[src/rtl/uart_tx_arbiter.sv]
// uart_tx_arbiter: round-robin arbiter sharing one Uart8 transmitter among
// NUM_REQ byte sources, with a watchdog for a transmitter that never answers.
// Optional packet lock is enabled by defining UART_TX_ARBITER_PACKET_LOCK_EN.
module uart_tx_arbiter #(
    parameter int NUM_REQ        = 4,
    parameter int GAP_CYCLES     = 0,
    parameter int TIMEOUT_CYCLES = 24000
) (
    input  logic                 clk,
    input  logic                 reset,
    input  logic [NUM_REQ-1:0]   reqValid,
    input  logic [8*NUM_REQ-1:0] reqData,
    input  logic [NUM_REQ-1:0]   reqLast,
    output logic [NUM_REQ-1:0]   reqReady,
    output logic [NUM_REQ-1:0]   grant,
    output logic                 txEn,
    output logic                 txStart,
    output logic [7:0]           txByte,
    input  logic                 txBusy,
    input  logic                 txDone,
    output logic                 timeoutErr
);

    localparam int IW = $clog2(NUM_REQ);
    localparam int WW = $clog2(TIMEOUT_CYCLES + 1);
    localparam int GW = (GAP_CYCLES > 0) ? $clog2(GAP_CYCLES + 1) : 1;
    localparam logic [WW-1:0] WD_LAST  = WW'(TIMEOUT_CYCLES - 1);
    localparam logic [GW-1:0] GAP_LOAD = GW'(GAP_CYCLES);

    typedef enum logic [2:0] {
        IDLE,
        START,
        WAIT_BUSY,
        WAIT_DONE,
        GAP
    } state_t;

    state_t              state, state_nx;
    logic [IW-1:0]       last_grant, last_grant_nx;
    logic [IW-1:0]       win_idx, take_idx;
    logic [IW:0]         cand;
    logic                win_found, take;
    logic [NUM_REQ-1:0]  grant_nx, ready_nx;
    logic [7:0]          byte_nx;
    logic                start_nx, err_nx;
    logic [WW-1:0]       wd_cnt, wd_nx;
    logic [GW-1:0]       gap_cnt, gap_nx;
    logic                frame_done, expire;
    logic [7:0]          req_bytes [NUM_REQ];

`ifdef UART_TX_ARBITER_PACKET_LOCK_EN
    logic lock, lock_nx;
    logic last_flag, last_flag_nx;
`else
    logic unused_last;
    assign unused_last = ^reqLast;
`endif

    for (genvar g = 0; g < NUM_REQ; g++) begin : g_bytes
        assign req_bytes[g] = reqData[8*g +: 8];
    end

    // Round-robin search: first valid requester above lastGrant, wrapping.
    always_comb begin
        win_found = 1'b0;
        win_idx   = last_grant;
        cand      = '0;
        for (int k = 1; k <= NUM_REQ; k++) begin
            cand = {1'b0, last_grant} + (IW+1)'(k);
            if (cand >= (IW+1)'(NUM_REQ)) begin
                cand = cand - (IW+1)'(NUM_REQ);
            end
            if (!win_found && reqValid[cand[IW-1:0]]) begin
                win_found = 1'b1;
                win_idx   = cand[IW-1:0];
            end
        end
    end

    // Next-state and next-output logic for the arbiter FSM and its counters.
    always_comb begin
        state_nx      = state;
        grant_nx      = grant;
        byte_nx       = txByte;
        start_nx      = 1'b0;
        ready_nx      = '0;
        err_nx        = 1'b0;
        last_grant_nx = last_grant;
        wd_nx         = wd_cnt;
        gap_nx        = gap_cnt;
        take          = 1'b0;
        take_idx      = win_idx;
        frame_done    = 1'b0;
        expire        = 1'b0;
`ifdef UART_TX_ARBITER_PACKET_LOCK_EN
        lock_nx       = lock;
        last_flag_nx  = last_flag;
`endif

        case (state)
            IDLE: begin
                take     = win_found;
                take_idx = win_idx;
`ifdef UART_TX_ARBITER_PACKET_LOCK_EN
                if (lock) begin
                    take     = reqValid[last_grant];
                    take_idx = last_grant;
                    if (take) begin
                        wd_nx = '0;
                    end else if (wd_cnt == WD_LAST) begin
                        lock_nx = 1'b0;
                        err_nx  = 1'b1;
                        wd_nx   = '0;
                    end else begin
                        wd_nx = wd_cnt + WW'(1);
                    end
                end
`endif
                if (take) begin
                    state_nx           = START;
                    grant_nx           = '0;
                    grant_nx[take_idx] = 1'b1;
                    byte_nx            = req_bytes[take_idx];
                    last_grant_nx      = take_idx;
`ifdef UART_TX_ARBITER_PACKET_LOCK_EN
                    last_flag_nx       = reqLast[take_idx];
`endif
                end
            end
            START: begin
                start_nx = 1'b1;
                ready_nx = grant;
                wd_nx    = '0;
                state_nx = WAIT_BUSY;
`ifdef UART_TX_ARBITER_PACKET_LOCK_EN
                lock_nx  = !last_flag;
`endif
            end
            WAIT_BUSY: begin
                if (txDone) begin
                    frame_done = 1'b1;
                end else if (wd_cnt == WD_LAST) begin
                    expire = 1'b1;
                end else begin
                    wd_nx = wd_cnt + WW'(1);
                    if (txBusy) begin
                        state_nx = WAIT_DONE;
                    end
                end
            end
            WAIT_DONE: begin
                if (txDone) begin
                    frame_done = 1'b1;
                end else if (wd_cnt == WD_LAST) begin
                    expire = 1'b1;
                end else begin
                    wd_nx = wd_cnt + WW'(1);
                end
            end
            GAP: begin
                if (gap_cnt <= GW'(1)) begin
                    gap_nx   = '0;
                    state_nx = IDLE;
                end else begin
                    gap_nx = gap_cnt - GW'(1);
                end
            end
            default: begin
                state_nx = IDLE;
            end
        endcase

        if (frame_done) begin
            grant_nx = '0;
            wd_nx    = '0;
            if (GAP_CYCLES == 0) begin
                state_nx = IDLE;
            end else begin
                state_nx = GAP;
                gap_nx   = GAP_LOAD;
            end
        end

        if (expire) begin
            grant_nx = '0;
            wd_nx    = '0;
            err_nx   = 1'b1;
            state_nx = IDLE;
`ifdef UART_TX_ARBITER_PACKET_LOCK_EN
            lock_nx  = 1'b0;
`endif
        end
    end

    // State and registered outputs; reset gives requester 0 first priority.
    always_ff @(posedge clk) begin
        if (reset) begin
            state      <= IDLE;
            grant      <= '0;
            reqReady   <= '0;
            txStart    <= 1'b0;
            timeoutErr <= 1'b0;
            txByte     <= 8'h00;
            last_grant <= IW'(NUM_REQ - 1);
            wd_cnt     <= '0;
            gap_cnt    <= '0;
        end else begin
            state      <= state_nx;
            grant      <= grant_nx;
            reqReady   <= ready_nx;
            txStart    <= start_nx;
            timeoutErr <= err_nx;
            txByte     <= byte_nx;
            last_grant <= last_grant_nx;
            wd_cnt     <= wd_nx;
            gap_cnt    <= gap_nx;
        end
    end

    // Transmitter enable comes up on the first edge out of reset and stays up.
    always_ff @(posedge clk) begin
        if (reset) begin
            txEn <= 1'b0;
        end else begin
            txEn <= 1'b1;
        end
    end

`ifdef UART_TX_ARBITER_PACKET_LOCK_EN
    // Packet lock holds the transmitter for one requester until its last byte.
    always_ff @(posedge clk) begin
        if (reset) begin
            lock      <= 1'b0;
            last_flag <= 1'b0;
        end else begin
            lock      <= lock_nx;
            last_flag <= last_flag_nx;
        end
    end
`endif

endmodule

[config.mk]
export PLATFORM = sky130hd
export DESIGN_NAME = uart_tx_arbiter
export DESIGN_NICKNAME = d
export VERILOG_FILES = /design/src/rtl/uart_tx_arbiter.sv
export SDC_FILE = /design/constraint.sdc
export NUM_CORES = 1
export LEC_CHECK = 0
export ABC_AREA = 1
export CORE_UTILIZATION = 44
export CTS_CLUSTER_DIAMETER = 60
export CTS_CLUSTER_SIZE = 14
export DETAILED_ROUTE_END_ITERATION = 16
export GPL_TIMING_DRIVEN = 0
export PLACE_DENSITY = 0.78
export SETUP_SLACK_MARGIN = 0.5
export SLEW_MARGIN = 0
export SYNTH_ARGS = -nofsm -noshare
export SYNTH_HDL_FRONTEND = slang
export SYNTH_SLANG_ARGS = --single-unit
[constraint.sdc]
create_clock -name clk -period 1.75 [get_ports clk]
set_clock_uncertainty 0.05 [all_clocks]
set_input_delay 0.35 -clock clk [delete_from_list [all_inputs] [get_ports clk]]
set_output_delay 0.35 -clock clk [all_outputs]
set_load 0.02 [all_outputs]
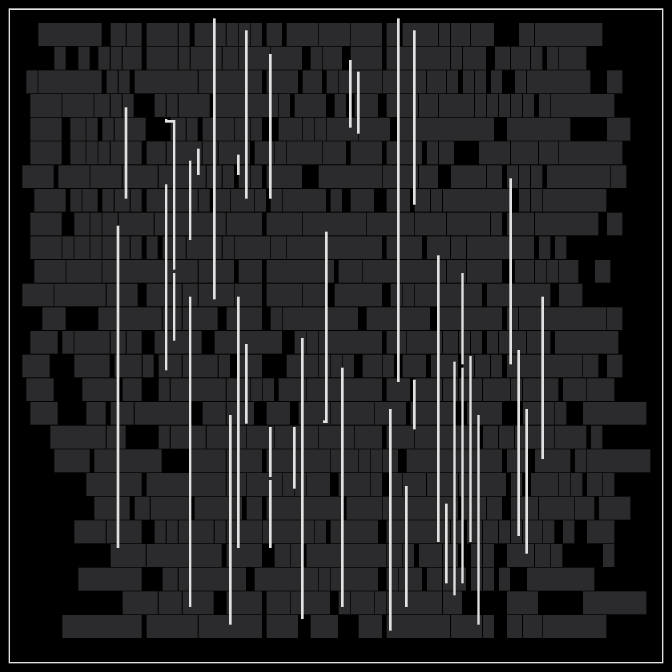
**Above:** run 1 (met4 routing).
- wire length on this layer: 716 um
- nets with wire on the layer: 39
- main direction: vertical
- longest straight run: 41.5 um
- share of all routed wire: 6.8%

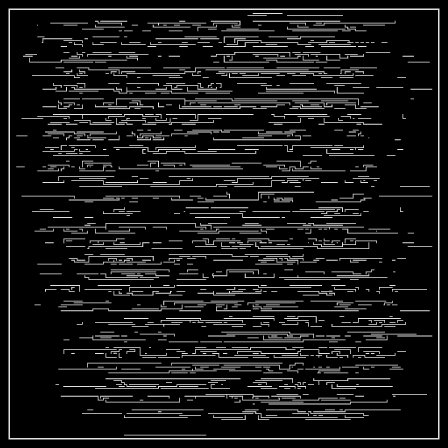
**Above:** run 1 (the metal 1 layer).
- main direction: horizontal
- longest straight run: 26.2 um

==> impl_metrics.py, run 1 <==
# Physical implementation metrics
metrics = {
    "power": {
        "ir_drop_mv": 1.16,
        "power_frac_seq": 0.159,
        "comb_power_share": 0.724,
        "power_density_nw_per_um2": 1910,
        "switchingPower_mw": 4.01,
        "pg_seq_mw": 1.28,
        "p_int_mw": 4.03,
        "switching_share": 0.499,
        "p_leak_nw": 1.80,
        "power_leader": "combinational logic",
        "power.total_mw": 8.05,
        "p_clk_frac": 0.117,
        "p_clk_uw": 942,
    },
    "finish": {
        "fin_area_um2": 4200,
        "final_util": 0.823,
        "lay_top_cells": "nand2_1, nor2_1, clkdlybuf4s50_1, buf_4",
        "nFillCells": 301,
        "buf_share": 0.241,
        "final_cells": 550,
        "seq-cell-share": 0.187,
        "buffers": 111,
        "clock_buffers": 5,
        "seq_cell_count": 38,
        "reg_top3": "wd_cnt (15), txByte (8)",
        "area_growth_pct": 79.7,
        "inverters": 37,
        "lay_top_count": "nand2_1",
        "final_nets": 529,
        "regMostFlops": "wd_cnt",
        "largest_reg_flops": 15,
        "dominant-cell-class": "logic gates",
    },
    "clock_network": {
        "cts_tree": "yes",
        "post_cts_buffers": 25,
        "hold_buffers": 0,
        "cts_buffer_depth": 2,
        "htree_levels": 2,
        "cts_resized": 143,
        "cts_made_buffers": 5,
        "clk_pin_slew_worst_paths_ns": 0.10,
    },
    "global_routing": {
        "grt_pass1_wl_um": 11800,
        "use_met1": 0.336,
        "grt.total_usage": 0.276,
        "globalRouteOverflowTotal": 0,
        "busiest_layer": "met2",
        "grt_max_degree": 14,
    },
    "min_path": {
        "hold_depth": 2,
        "whs_endpoint": "reqReady[2]$_SDFF_PP0_",
    },
    "yosys": {
        "syn_avg_cell_area_um2": 6.32,
        "yosysCellCount": 370,
        "synthCells": 370,
        "most_common_cell": "nand2_1",
        "ys_sh_aoi": 0.0631,
        "top_cells_by_count": "nand2_1, nor2_1, nand3_1",
        "synth_top_area_share": 0.325,
        "async_reset_ff_frac": 0,
        "topCellsByArea": "dfxtp_1, nand2_1, nand3_1",
    },
    "placement": {
        "numPortBuffers": 58,
        "hpwl_um": 4540,
        "dp_cells": 498,
        "pre_cts_slack_ns": -0.419,
        "gp_congestion": 0.922,
        "post_dp_cell_area_um2": 3130,
    },
    "flow_run": {
        "warnings": 37,
    },
    "route": {
        "met1_length_um": 3870,
        "vias": 3218,
        "antenna_left": 0,
        "drt_iter0_markers": 370,
    },
    "critical_path": {
        "cp.depth": 16,
        "setup.worst_path.start_class": "flop",
        "r2r_end": "txByte[7]$_SDFFE_PP0P_",
        "cp_num_buf_inv": 3,
        "criticalPathCategory": "flop to flop",
        "endpoint": "txByte[7]$_SDFFE_PP0P_",
        "crit_path_start": "last_grant[0]$_SDFFE_PP1P_",
        "cp.arrival_ns": 2.12,
    },
    "floorplan": {
        "core_region_area_um2": 5110,
        "die_w_um": 74.9,
        "placementRows": 26,
        "die-area_um2": 5610,
    },
    "final_timing": {
        "hold_violations": 0,
        "setup_viol": 19,
        "fin_setup_tns_ns": -2.46,
        "fin_ws_ns": -0.209,
        "rsz0062_at_grt": "true",
    },
    "status": {
        "status": "complete, but fails checks",
        "violations": "setup timing",
    },
}
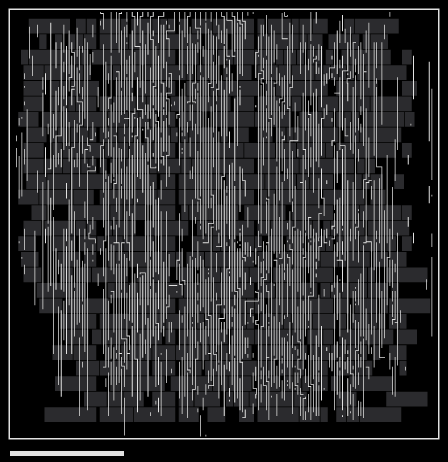
**Above:** run 1 (metal 2).
Scale bar: 20 um.
- main direction: vertical
- nets with wire on the layer: 461
- share of all routed wire: 49%
- wire length on this layer: 5150 um

--- run 2 (diff from run 1) ---
TNS_END_PERCENT = 100   (was default)
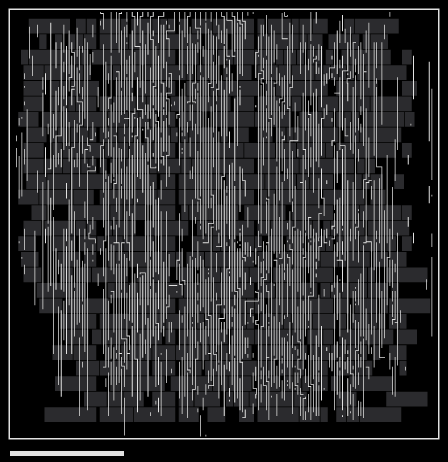
**Above:** run 2 (metal 2).
Scale bar: 20 um.
- wire length on this layer: 5150 um
- longest straight run: 36.7 um
- nets with wire on the layer: 461

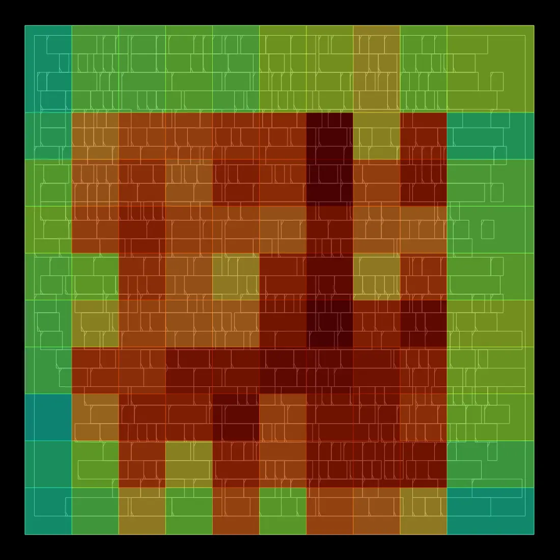
**Above:** run 2 (routing congestion).
routing usage on met1: 0.336
Core Util, Final: 0.823

==> run 2 against run 1 <==
Against the previous run:
- the run still ends with setup timing left
- flip-flop count did not move
- synthesized cell count unchanged
- die area unchanged
- core utilization unchanged
- count of clock-buffer cells in the layout unchanged
- critical path type unchanged
- combinational power hardly changed
- largest cell class unchanged
- sequential power hardly changed
==> impl_metrics.py, run 2 <==
# Physical implementation metrics
metrics = {
    "yosys": {
        "async_reset_ff_frac": 0,
        "synthCells": 370,
        "yosysCellCount": 370,
        "top_cells_by_count": "nand2_1, nor2_1, nand3_1",
        "synth_area_leader_cell": "dfxtp_1",
        "ys_sh_adder": 0.0321,
        "syn_avg_cell_area_um2": 6.32,
        "ys_sh_aoi": 0.0631,
        "topCellsByArea": "dfxtp_1, nand2_1, nand3_1",
        "logic_family": "simple AND/OR/NAND/NOR gates",
        "synth_top_area_share": 0.325,
        "most_common_cell": "nand2_1",
    },
    "critical_path": {
        "crit_path_start": "last_grant[0]$_SDFFE_PP1P_",
        "endpoint": "txByte[7]$_SDFFE_PP0P_",
        "criticalPathCategory": "flop to flop",
        "cp_slowest_cell": "dfxtp_2",
        "cp.arrival_ns": 2.12,
        "setup.worst_path.start_class": "flop",
        "r2r_end": "txByte[7]$_SDFFE_PP0P_",
        "cp.depth": 16,
    },
    "final_timing": {
        "setup_viol": 19,
        "period_used_share": 1.12,
        "hold_violations": 0,
        "fin_setup_tns_ns": -2.46,
        "fin_ws_ns": -0.209,
        "rsz0062_at_grt": "true",
        "hold_slack_ns": 0.412,
    },
    "global_routing": {
        "grt_pass1_wl_um": 11800,
        "busiest_layer": "met2",
        "globalRouteOverflowTotal": 0,
        "grt.total_usage": 0.276,
    },
    "power": {
        "switching_share": 0.499,
        "p_clk_frac": 0.117,
        "switchingPower_mw": 4.01,
        "p_int_mw": 4.03,
        "comb_power_share": 0.724,
        "power_density_nw_per_um2": 1910,
        "power_frac_seq": 0.159,
        "p_clk_uw": 942,
        "power_leader": "combinational logic",
        "ir_drop_mv": 1.16,
    },
    "finish": {
        "area_growth_pct": 79.7,
        "buffers": 111,
        "buf_share": 0.241,
        "dominant-cell-class": "logic gates",
        "final_nets": 529,
        "lay_top_cells": "nand2_1, nor2_1, clkdlybuf4s50_1, buf_4",
        "lay_top_count": "nand2_1",
        "seq-cell-share": 0.187,
        "seq_cell_count": 38,
        "inverters": 37,
        "fin_area_um2": 4200,
        "clock_buffers": 5,
        "final_cells": 550,
        "nFillCells": 301,
        "regMostFlops": "wd_cnt",
        "largest_reg_flops": 15,
    },
    "clock_network": {
        "hold_buffers": 0,
        "cts_resized": 143,
        "cts_made_buffers": 5,
        "clk_pin_slew_worst_paths_ns": 0.10,
        "cts_tree": "yes",
        "post_cts_buffers": 25,
        "clk_latency_ns": 0.30,
        "htree_levels": 2,
    },
    "placement": {
        "dp_cells": 498,
        "pre_cts_slack_ns": -0.419,
        "numPortBuffers": 58,
        "hpwl_um": 4540,
        "post_dp_cell_area_um2": 3130,
        "gp_congestion": 0.922,
    },
    "floorplan": {
        "die-area_um2": 5610,
        "die_w_um": 74.9,
        "placementRows": 26,
    },
    "status": {
        "violations": "setup timing",
        "status": "complete, but fails checks",
    },
    "min_path": {
        "whs_endpoint": "reqReady[2]$_SDFF_PP0_",
        "hold_depth": 2,
    },
    "flow_run": {
        "warnings": 37,
    },
    "route": {
        "vias": 3218,
        "antenna_left": 0,
        "met1_length_um": 3870,
        "wl_met2_um": 5150,
    },
}
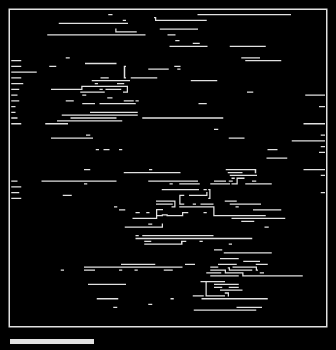
**Above:** run 2 (metal 3).
Scale bar: 20 um.
- longest straight run: 27.4 um
- nets with wire on the layer: 120
- wire length on this layer: 826 um
- share of all routed wire: 7.8%
- main direction: horizontal

--- run 3 (diff from run 2) ---
ABC_CLOCK_PERIOD_IN_PS = 1750   (was default)
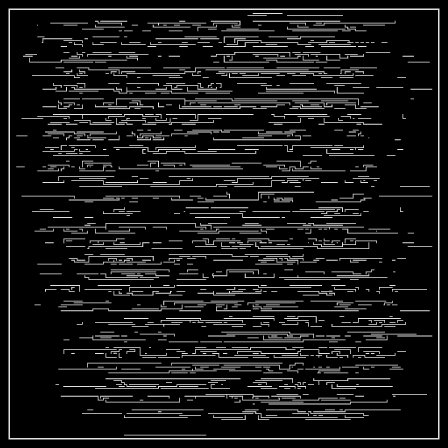
**Above:** run 3 (the metal 1 layer).
- longest straight run: 26.2 um
- wire length on this layer: 3870 um

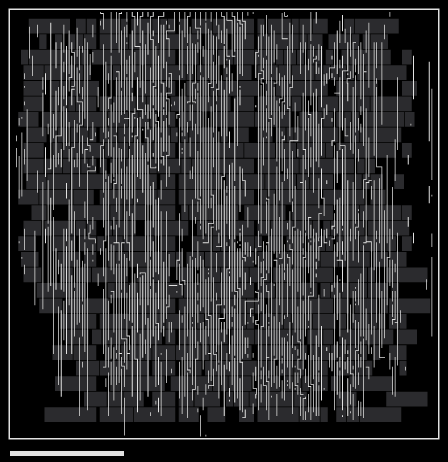
**Above:** run 3 (metal 2).
Scale bar: 20 um.
- longest straight run: 36.7 um
- wire length on this layer: 5150 um
- nets with wire on the layer: 461
- main direction: vertical

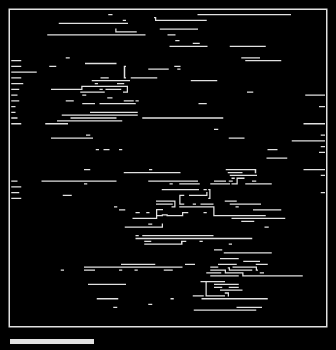
**Above:** run 3 (metal 3).
Scale bar: 20 um.
- share of all routed wire: 7.8%
- wire length on this layer: 826 um
- main direction: horizontal

==> run 3 against run 2 <==
Against the previous run:
- the flow still finishes with violations (setup timing)
- count of clock-buffer cells in the layout unchanged
- setup slack unchanged
- clock power about the same
- synthesized area unchanged
==> impl_metrics.py, run 3 <==
# Physical implementation metrics
metrics = {
    "status": {
        "status": "complete, but fails checks",
        "violations": "setup timing",
    },
    "finish": {
        "buf_share": 0.241,
        "clock_buffers": 5,
        "seq_cell_count": 38,
        "buffers": 111,
        "final_util": 0.823,
        "drive_gt1_frac": 0.440,
        "final_nets": 529,
        "area_growth_pct": 79.7,
        "nFillCells": 301,
        "inverters": 37,
        "fin_area_um2": 4200,
        "dominant-cell-class": "logic gates",
        "lay_top_cells": "nand2_1, nor2_1, clkdlybuf4s50_1, buf_4",
        "lay_top_count": "nand2_1",
        "final_cells": 550,
        "regMostFlops": "wd_cnt",
        "seq-cell-share": 0.187,
        "largest_reg_flops": 15,
    },
    "yosys": {
        "ys_sh_aoi": 0.0631,
        "synth_area_leader_cell": "dfxtp_1",
        "syn-cell-area_um2": 2340,
        "yosysCellCount": 370,
        "logic_family": "simple AND/OR/NAND/NOR gates",
        "ys_sh_adder": 0.0321,
        "most_common_cell": "nand2_1",
        "syn_avg_cell_area_um2": 6.32,
        "top_cells_by_count": "nand2_1, nor2_1, nand3_1",
        "synth_top_area_share": 0.325,
        "async_reset_ff_frac": 0,
        "synthCells": 370,
        "topCellsByArea": "dfxtp_1, nand2_1, nand3_1",
    },
    "min_path": {
        "whs_endpoint": "reqReady[2]$_SDFF_PP0_",
        "hold_depth": 2,
    },
    "critical_path": {
        "criticalPathCategory": "flop to flop",
        "cp.depth": 16,
        "cp-end-kind": "flop",
        "r2r-start": "last_grant[0]$_SDFFE_PP1P_",
        "r2r_cells": 16,
        "r2r_end": "txByte[7]$_SDFFE_PP0P_",
        "crit_top_cell": "nand2_4",
        "setup.worst_path.start_class": "flop",
        "endpoint": "txByte[7]$_SDFFE_PP0P_",
        "crit_path_start": "last_grant[0]$_SDFFE_PP1P_",
        "cp.arrival_ns": 2.12,
        "cp_slowest_cell": "dfxtp_2",
    },
    "route": {
        "dr.pass1.iters": 6,
        "met1_length_um": 3870,
        "vias": 3218,
        "wl_met2_um": 5150,
        "drt_iter0_markers": 370,
        "antenna_left": 0,
    },
    "clock_network": {
        "cts_made_buffers": 5,
        "post_cts_buffers": 25,
        "hold_buffers": 0,
        "clk_pin_slew_worst_paths_ns": 0.10,
        "htree_levels": 2,
        "cts_resized": 143,
        "clk_latency_ns": 0.30,
        "cts_tree": "yes",
    },
    "floorplan": {
        "die-area_um2": 5610,
        "die_w_um": 74.9,
    },
    "global_routing": {
        "grt.total_usage": 0.276,
        "globalRouteOverflowTotal": 0,
        "grt_pass1_vias": 2628,
        "busiest_layer": "met2",
        "grt_pass1_wl_um": 11800,
    },
    "power": {
        "power_leader": "combinational logic",
        "p_clk_uw": 942,
        "p_leak_nw": 1.80,
        "comb_power_share": 0.724,
        "ir_drop_mv": 1.16,
        "power_frac_seq": 0.159,
        "p_clk_frac": 0.117,
        "switchingPower_mw": 4.01,
        "switching_share": 0.499,
        "p_int_mw": 4.03,
    },
    "placement": {
        "post_dp_cell_area_um2": 3130,
        "hpwl_um": 4540,
        "pre_cts_slack_ns": -0.419,
        "gp_congestion": 0.922,
        "dp_cells": 498,
        "numPortBuffers": 58,
    },
    "final_timing": {
        "setup_viol": 19,
        "hold_violations": 0,
        "fin_setup_tns_ns": -2.46,
        "rsz0062_at_grt": "true",
        "fin_crit_ns": 1.96,
        "period_used_share": 1.12,
        "max_freq_mhz": 510,
        "hold_slack_ns": 0.412,
        "fin_ws_ns": -0.209,
    },
}
Power is estimated from default activity; no workload was simulated.
